[src/rtl/rv_pipe_pkg.sv]
// Shared encodings for the RV32I pipeline hazard controller: forward selects,
// controller states, the zero register and the default trap vector.
package rv_pipe_pkg;

  localparam logic [1:0] FWD_REG = 2'b00;
  localparam logic [1:0] FWD_MEM = 2'b01;
  localparam logic [1:0] FWD_WB  = 2'b10;

  localparam logic [1:0] ST_RUN   = 2'd0;
  localparam logic [1:0] ST_MWAIT = 2'd1;
  localparam logic [1:0] ST_TRAP  = 2'd2;

  localparam logic [4:0]  ZERO_REG         = 5'd0;
  localparam logic [31:0] TRAP_VEC_DEFAULT = 32'h0000_0100;

  // x0 is hardwired, so a write to it never creates a dependency.
  function automatic logic raw_hit(input logic en, input logic [4:0] rs,
                                   input logic [4:0] rd, input logic wen);
    return en & wen & (rd != ZERO_REG) & (rs == rd);
  endfunction

endpackage

[src/rtl/pipe_fwd_unit.sv]
// Per-operand RAW compare: forward select and stall request for one ID source.
module pipe_fwd_unit
  import rv_pipe_pkg::*;
(
  input  logic       fwd_en,
  input  logic       rs_en,
  input  logic [4:0] rs_addr,
  input  logic [4:0] ex_rd,
  input  logic       ex_wen,
  input  logic       ex_is_load,
  input  logic [4:0] mem_rd,
  input  logic       mem_wen,
  input  logic [4:0] wb_rd,
  input  logic       wb_wen,
  output logic [1:0] fwd_sel,
  output logic       stall_hit
);

  logic ex_hit, mem_hit, wb_hit;

  always_comb begin
    ex_hit  = raw_hit(rs_en, rs_addr, ex_rd, ex_wen);
    mem_hit = raw_hit(rs_en, rs_addr, mem_rd, mem_wen);
    wb_hit  = raw_hit(rs_en, rs_addr, wb_rd, wb_wen);
    fwd_sel = FWD_REG;
    if (fwd_en) begin
      if (mem_hit)     fwd_sel = FWD_MEM;
      else if (wb_hit) fwd_sel = FWD_WB;
    end
    // Without bypass paths, any in-flight producer must drain before ID issues.
    stall_hit = fwd_en ? (ex_hit & ex_is_load) : (ex_hit | mem_hit | wb_hit);
  end

endmodule

[src/rtl/pipe_hazard_ctrl.sv]
// Hazard/sequencing controller for the 5-stage RV32I pipeline.
// Define PIPE_FWD_EN to enable operand forwarding; otherwise RAW hazards stall.
module pipe_hazard_ctrl
  import rv_pipe_pkg::*;
#(
  parameter logic [31:0] TRAP_VEC    = TRAP_VEC_DEFAULT,
  parameter int          MEM_TIMEOUT = 16,
  parameter int          CNT_W       = 32
) (
  input  logic             clk,
  input  logic             rst_n,
  input  logic             id_rs1en,
  input  logic             id_rs2en,
  input  logic [4:0]       id_rs1_addr,
  input  logic [4:0]       id_rs2_addr,
  input  logic             id_illegal,
  input  logic [31:0]      id_pc,
  input  logic [4:0]       ex_rd,
  input  logic [4:0]       mem_rd,
  input  logic [4:0]       wb_rd,
  input  logic             ex_rd_wen,
  input  logic             mem_rd_wen,
  input  logic             wb_rd_wen,
  input  logic             ex_is_load,
  input  logic             ex_br_taken,
  input  logic [31:0]      ex_br_target,
  input  logic             mem_req,
  input  logic             mem_ready,
  output logic             stall_if,
  output logic             stall_id,
  output logic             stall_ex,
  output logic             stall_mem,
  output logic             flush_id,
  output logic             flush_ex,
  output logic [1:0]       fwd_a_sel,
  output logic [1:0]       fwd_b_sel,
  output logic             redirect,
  output logic [31:0]      redirect_pc,
  output logic [31:0]      trap_pc,
  output logic             bus_err,
  output logic [CNT_W-1:0] stall_cnt
);

`ifdef PIPE_FWD_EN
  localparam logic FWD_ON = 1'b1;
`else
  localparam logic FWD_ON = 1'b0;
`endif

  localparam logic [7:0] WAIT_LAST = 8'(MEM_TIMEOUT - 1);

  logic [1:0] state;
  logic [7:0] wait_cnt;
  logic       a_stall, b_stall, hazard, freeze, illegal_go;

  pipe_fwd_unit u_fwd_a (
    .fwd_en(FWD_ON), .rs_en(id_rs1en), .rs_addr(id_rs1_addr),
    .ex_rd(ex_rd), .ex_wen(ex_rd_wen), .ex_is_load(ex_is_load),
    .mem_rd(mem_rd), .mem_wen(mem_rd_wen), .wb_rd(wb_rd), .wb_wen(wb_rd_wen),
    .fwd_sel(fwd_a_sel), .stall_hit(a_stall)
  );

  pipe_fwd_unit u_fwd_b (
    .fwd_en(FWD_ON), .rs_en(id_rs2en), .rs_addr(id_rs2_addr),
    .ex_rd(ex_rd), .ex_wen(ex_rd_wen), .ex_is_load(ex_is_load),
    .mem_rd(mem_rd), .mem_wen(mem_rd_wen), .wb_rd(wb_rd), .wb_wen(wb_rd_wen),
    .fwd_sel(fwd_b_sel), .stall_hit(b_stall)
  );

  always_comb begin
    hazard     = a_stall | b_stall;
    freeze     = (mem_req & ~mem_ready) | ((state == ST_MWAIT) & ~mem_ready);
    illegal_go = id_illegal & ~freeze & ~hazard & ~ex_br_taken;
    stall_if    = 1'b0;
    stall_id    = 1'b0;
    stall_ex    = 1'b0;
    stall_mem   = 1'b0;
    flush_id    = 1'b0;
    flush_ex    = 1'b0;
    redirect    = 1'b0;
    redirect_pc = ex_br_target;
    if (state == ST_TRAP) begin
      redirect    = 1'b1;
      redirect_pc = TRAP_VEC;
      flush_id    = 1'b1;
      flush_ex    = 1'b1;
    end else if (freeze) begin
      stall_if  = 1'b1;
      stall_id  = 1'b1;
      stall_ex  = 1'b1;
      stall_mem = 1'b1;
    end else if (ex_br_taken) begin
      redirect = 1'b1;
      flush_id = 1'b1;
      flush_ex = 1'b1;
    end else if (hazard) begin
      stall_if = 1'b1;
      stall_id = 1'b1;
      flush_ex = 1'b1;
    end
  end

  always_ff @(posedge clk or negedge rst_n) begin
    if (!rst_n) begin
      state     <= ST_RUN;
      wait_cnt  <= '0;
      trap_pc   <= '0;
      stall_cnt <= '0;
      bus_err   <= 1'b0;
    end else begin
      bus_err <= 1'b0;
      if (stall_if) stall_cnt <= stall_cnt + CNT_W'(1);
      case (state)
        ST_RUN: begin
          if (mem_req & ~mem_ready) begin
            state    <= ST_MWAIT;
            wait_cnt <= 8'd1;
          end else if (illegal_go) begin
            state   <= ST_TRAP;
            trap_pc <= id_pc;
          end
        end
        ST_MWAIT: begin
          if (mem_ready) begin
            state    <= ST_RUN;
            wait_cnt <= '0;
          end else if (wait_cnt == WAIT_LAST) begin
            state    <= ST_TRAP;
            wait_cnt <= '0;
            bus_err  <= 1'b1;
            trap_pc  <= id_pc;
          end else begin
            wait_cnt <= wait_cnt + 8'd1;
          end
        end
        default: state <= ST_RUN;
      endcase
    end
  end

endmodule

[config.mk]
export PLATFORM = sky130hd
export DESIGN_NAME = pipe_hazard_ctrl
export DESIGN_NICKNAME = d
export VERILOG_FILES = /design/src/rtl/rv_pipe_pkg.sv /design/src/rtl/pipe_fwd_unit.sv /design/src/rtl/pipe_hazard_ctrl.sv
export SDC_FILE = /design/constraint.sdc
export NUM_CORES = 1
export LEC_CHECK = 0
export CAP_MARGIN = 20
export CORE_ASPECT_RATIO = 1.75
export CORE_UTILIZATION = 39
export DETAILED_ROUTE_END_ITERATION = 8
export GPL_ROUTABILITY_DRIVEN = 1
export PLACE_DENSITY = 0.8
export REMOVE_ABC_BUFFERS = 1
export SYNTH_ARGS = -nofsm -noshare
export SYNTH_HDL_FRONTEND = slang
export SYNTH_SLANG_ARGS = --single-unit
[constraint.sdc]
create_clock -name clk -period 8.1 [get_ports clk]
set_input_delay 2.025 -clock clk [delete_from_list [all_inputs] [get_ports clk]]
set_output_delay 2.025 -clock clk [all_outputs]
set_load 0.02 [all_outputs]
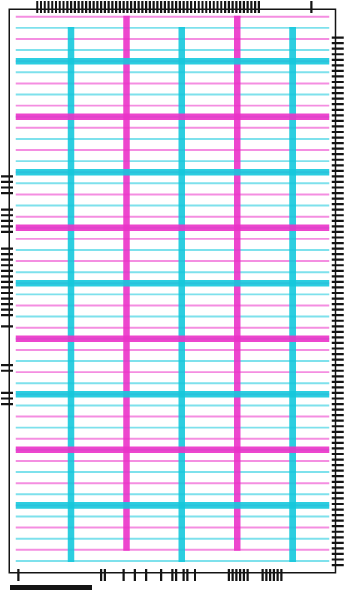
Fig. 1. PDN straps and rails.
Scale bar: 20 um. Pins as bars on the die edge.
[cyan] VSS
[magenta] VDD
met5 straps: 9
met1 rails: 50

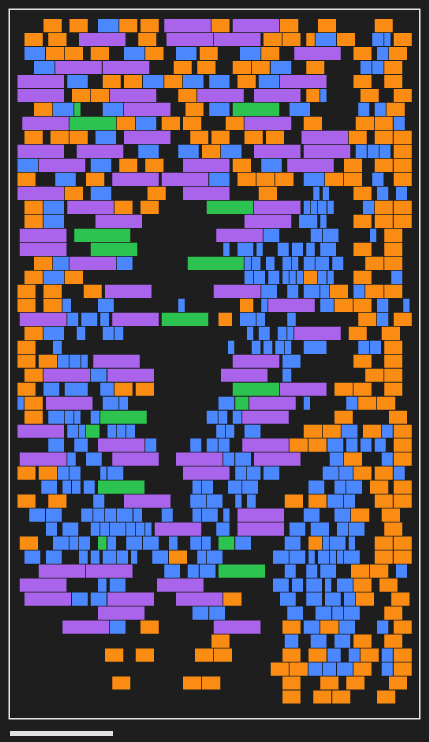
Fig. 2. Cells colored by class.
Scale bar: 20 um.
[green] clock drivers and dummy loads | cells: 16 | share of their area: 5.0%
[orange] other buffers and delay cells | cells: 208 | share of their area: 33%
[purple] flops | cells: 75 | share of their area: 30%
[blue] combinational and other logic | cells: 295 | share of their area: 33%

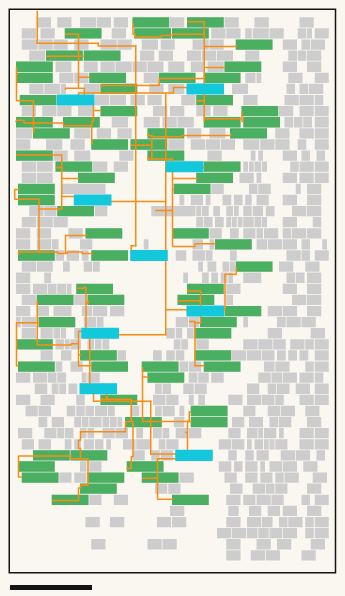
Fig. 3. Clock network drawn from the DEF.
Scale bar: 20 um.
[cyan] clock drivers | count: 9
[orange] clock wires | length: 946 um
[green] flip-flops | count: 75
routed clock nets: 10

==> flow_metrics.env <==
# yosys + openroad results
export IMPL_drt_initial_drc_count=236
export IMPL_cts_max_path_buffers=2
export IMPL_cts_buffers=9
export IMPL_irDropWorstVdd_mv=0.221
export IMPL_cts_clk_slew_worst_paths_ns=0.05
export IMPL_worstPathArrival_ns=4.74
export IMPL_finClkSkew_ns=0.00870
export IMPL_grt_usage=0.211
export IMPL_crit_end="flush_ex"
export IMPL_worst_setup_path_start_kind="input port"
export IMPL_report_final_setup_viol=0
export IMPL_die_area_um2=10900
export IMPL_nFillCells=848
export IMPL_core_util_floorplan=0.401
export IMPL_drive_gt1_frac=0.0421
export IMPL_wl_per_cell_um=16.1
export IMPL_slew_headroom=0.379
export IMPL_cts_tree="yes"
export IMPL_ys_seq_frac=0.458
export IMPL_layout_area_comb_um2=2060
export IMPL_area_growth_syn_to_layout_pct=58.6
export IMPL_grt_pass1_wl_mm=17.9
export IMPL_grt_ovfl_total=0
export IMPL_drv_cap=0
export IMPL_largest_area_cell="dfrtp_1"
export IMPL_htree_levels=3
export IMPL_totalWireLength_mm=11.6
export IMPL_max_freq_mhz=148
export IMPL_path_max_fanout=33
export IMPL_port_buffers=203
export IMPL_ant_nets=0
export IMPL_ys_warnings_count=0
export IMPL_tns_ns=0
export IMPL_whs_ns=0.473
export IMPL_power_leakage_nw=2.72
export IMPL_status="finished clean"
export IMPL_ff2ff_setup_slack_ns=5.76
export IMPL_io_pins=209
export IMPL_worstMarginPinSlew_ns=0.932
metal layers:
layer / GRT usage / vias up / part of all wire
li1: - / 1756 / -
met1: 0.223 / 1807 / 0.36
met2: 0.392 / 160 / 0.54
met3: 0.0517 / 16 / 0.081
met4: 0.0828 / 0 / 0.016
met5: 0 / - / 0
report_power, final:
part	internal, W	total, W	switching, W
registers	0.000437	0.000484	0.0000470
clock network	0.000270	0.000423	0.000153
logic	0.000228	0.000437	0.000209
total	0.000935	0.00135	0.000410
how the worst min path moves through the flow:
stage,endpoint,slack [ns],cells after the start
6_report,stall_cnt[31],0.47,1
5_1_grt,stall_cnt[31],0.50,1
4_1_cts,stall_cnt[31],0.47,1
3_5_place_dp,stall_cnt[31],0.46,1
3_3_place_gp,stall_cnt[31],0.46,1
2_1_floorplan,wait_cnt[1],0.48,2
cells in the final DEF (no fill, tap or decap), types with 3 or more instances in the layout:
master,count
nand3_1,19
o21ai_0,5
nand2b_1,5
a211oi_1,6
or4_1,3
mux2_2,4
nor2_1,11
xor2_1,33
xnor2_1,32
inv_1,6
and2_1,36
nor3_1,3
o22ai_1,3
a2111oi_0,7
dfrtp_1,75
mux2_1,29
o21a_1,3
buf_4,5
and4_1,3
conb_1,4
nand4_1,19
clkdlybuf4s50_1,202
clkbuf_16,9
a21oi_1,22
and3_1,7
nand2_1,19
metrics by stage:
step / std cells / instance area [um2] / setup slack, ns / total power, W / util
floorplan: 370 / 3960 / 0.564 / 0.000680 / -
global placement: 705 / 6190 / 1.37 / 0.000916 / 0.604
detailed placement: 705 / 6190 / 1.33 / 0.000929 / 0.604
CTS: 721 / 6500 / 1.33 / 0.00136 / 0.635
global route: 721 / 6500 / 1.19 / 0.00140 / 0.635
finish: 721 / 6500 / 1.33 / 0.00135 / 0.635
sequential cells by signal, summed over array words and instances (netlist names):
name and cells:
trap_pc 32, state 2, bus_err 1, stall_cnt 32, wait_cnt 8
Yosys cell counts, drive strengths merged (5+ instances only):
cell type and instances:
and3 7, nand4 19, and2 36, xor2 33
nand2b 5, o21ai 5, xnor2 32, dfrtp 75
nand2 19, buf 13, mux2 33, nor2 11
a21oi 22, a2111oi 7, nand3 19, a211oi 6
inv 6, clkbuf 13
critical path, stage by stage:
cell and delay [ns]:
clkdlybuf4s50_1 0.48, or4_1 0.54, o21a_1 0.20, a222oi_1 0.31, buf_4 0.39, o2bb2ai_1 0.16, nand2_1 0.06, clkdlybuf4s50_1 0.58
area by class of cell:
type / count / share of cell area
clock inverter: 6 / 0.0137
sequential: 75 / 0.289
inverter: 6 / 0.00346
timing repair buffer: 208 / 0.317
tap: 127 / 0.0244
multi-input combinational: 289 / 0.317
clock buffer: 10 / 0.0352
cell families after synthesis:
kind of cell | share of synthesized area
compound gates | 0.0833
xor+xnor | 0.139
fa+ha+maj | 0.00610
buf+inv | 0.0421
flops | 0.458
mux | 0.0930
other cells | 0.000914
simple gates | 0.178
Power and IR drop assume default switching activity.
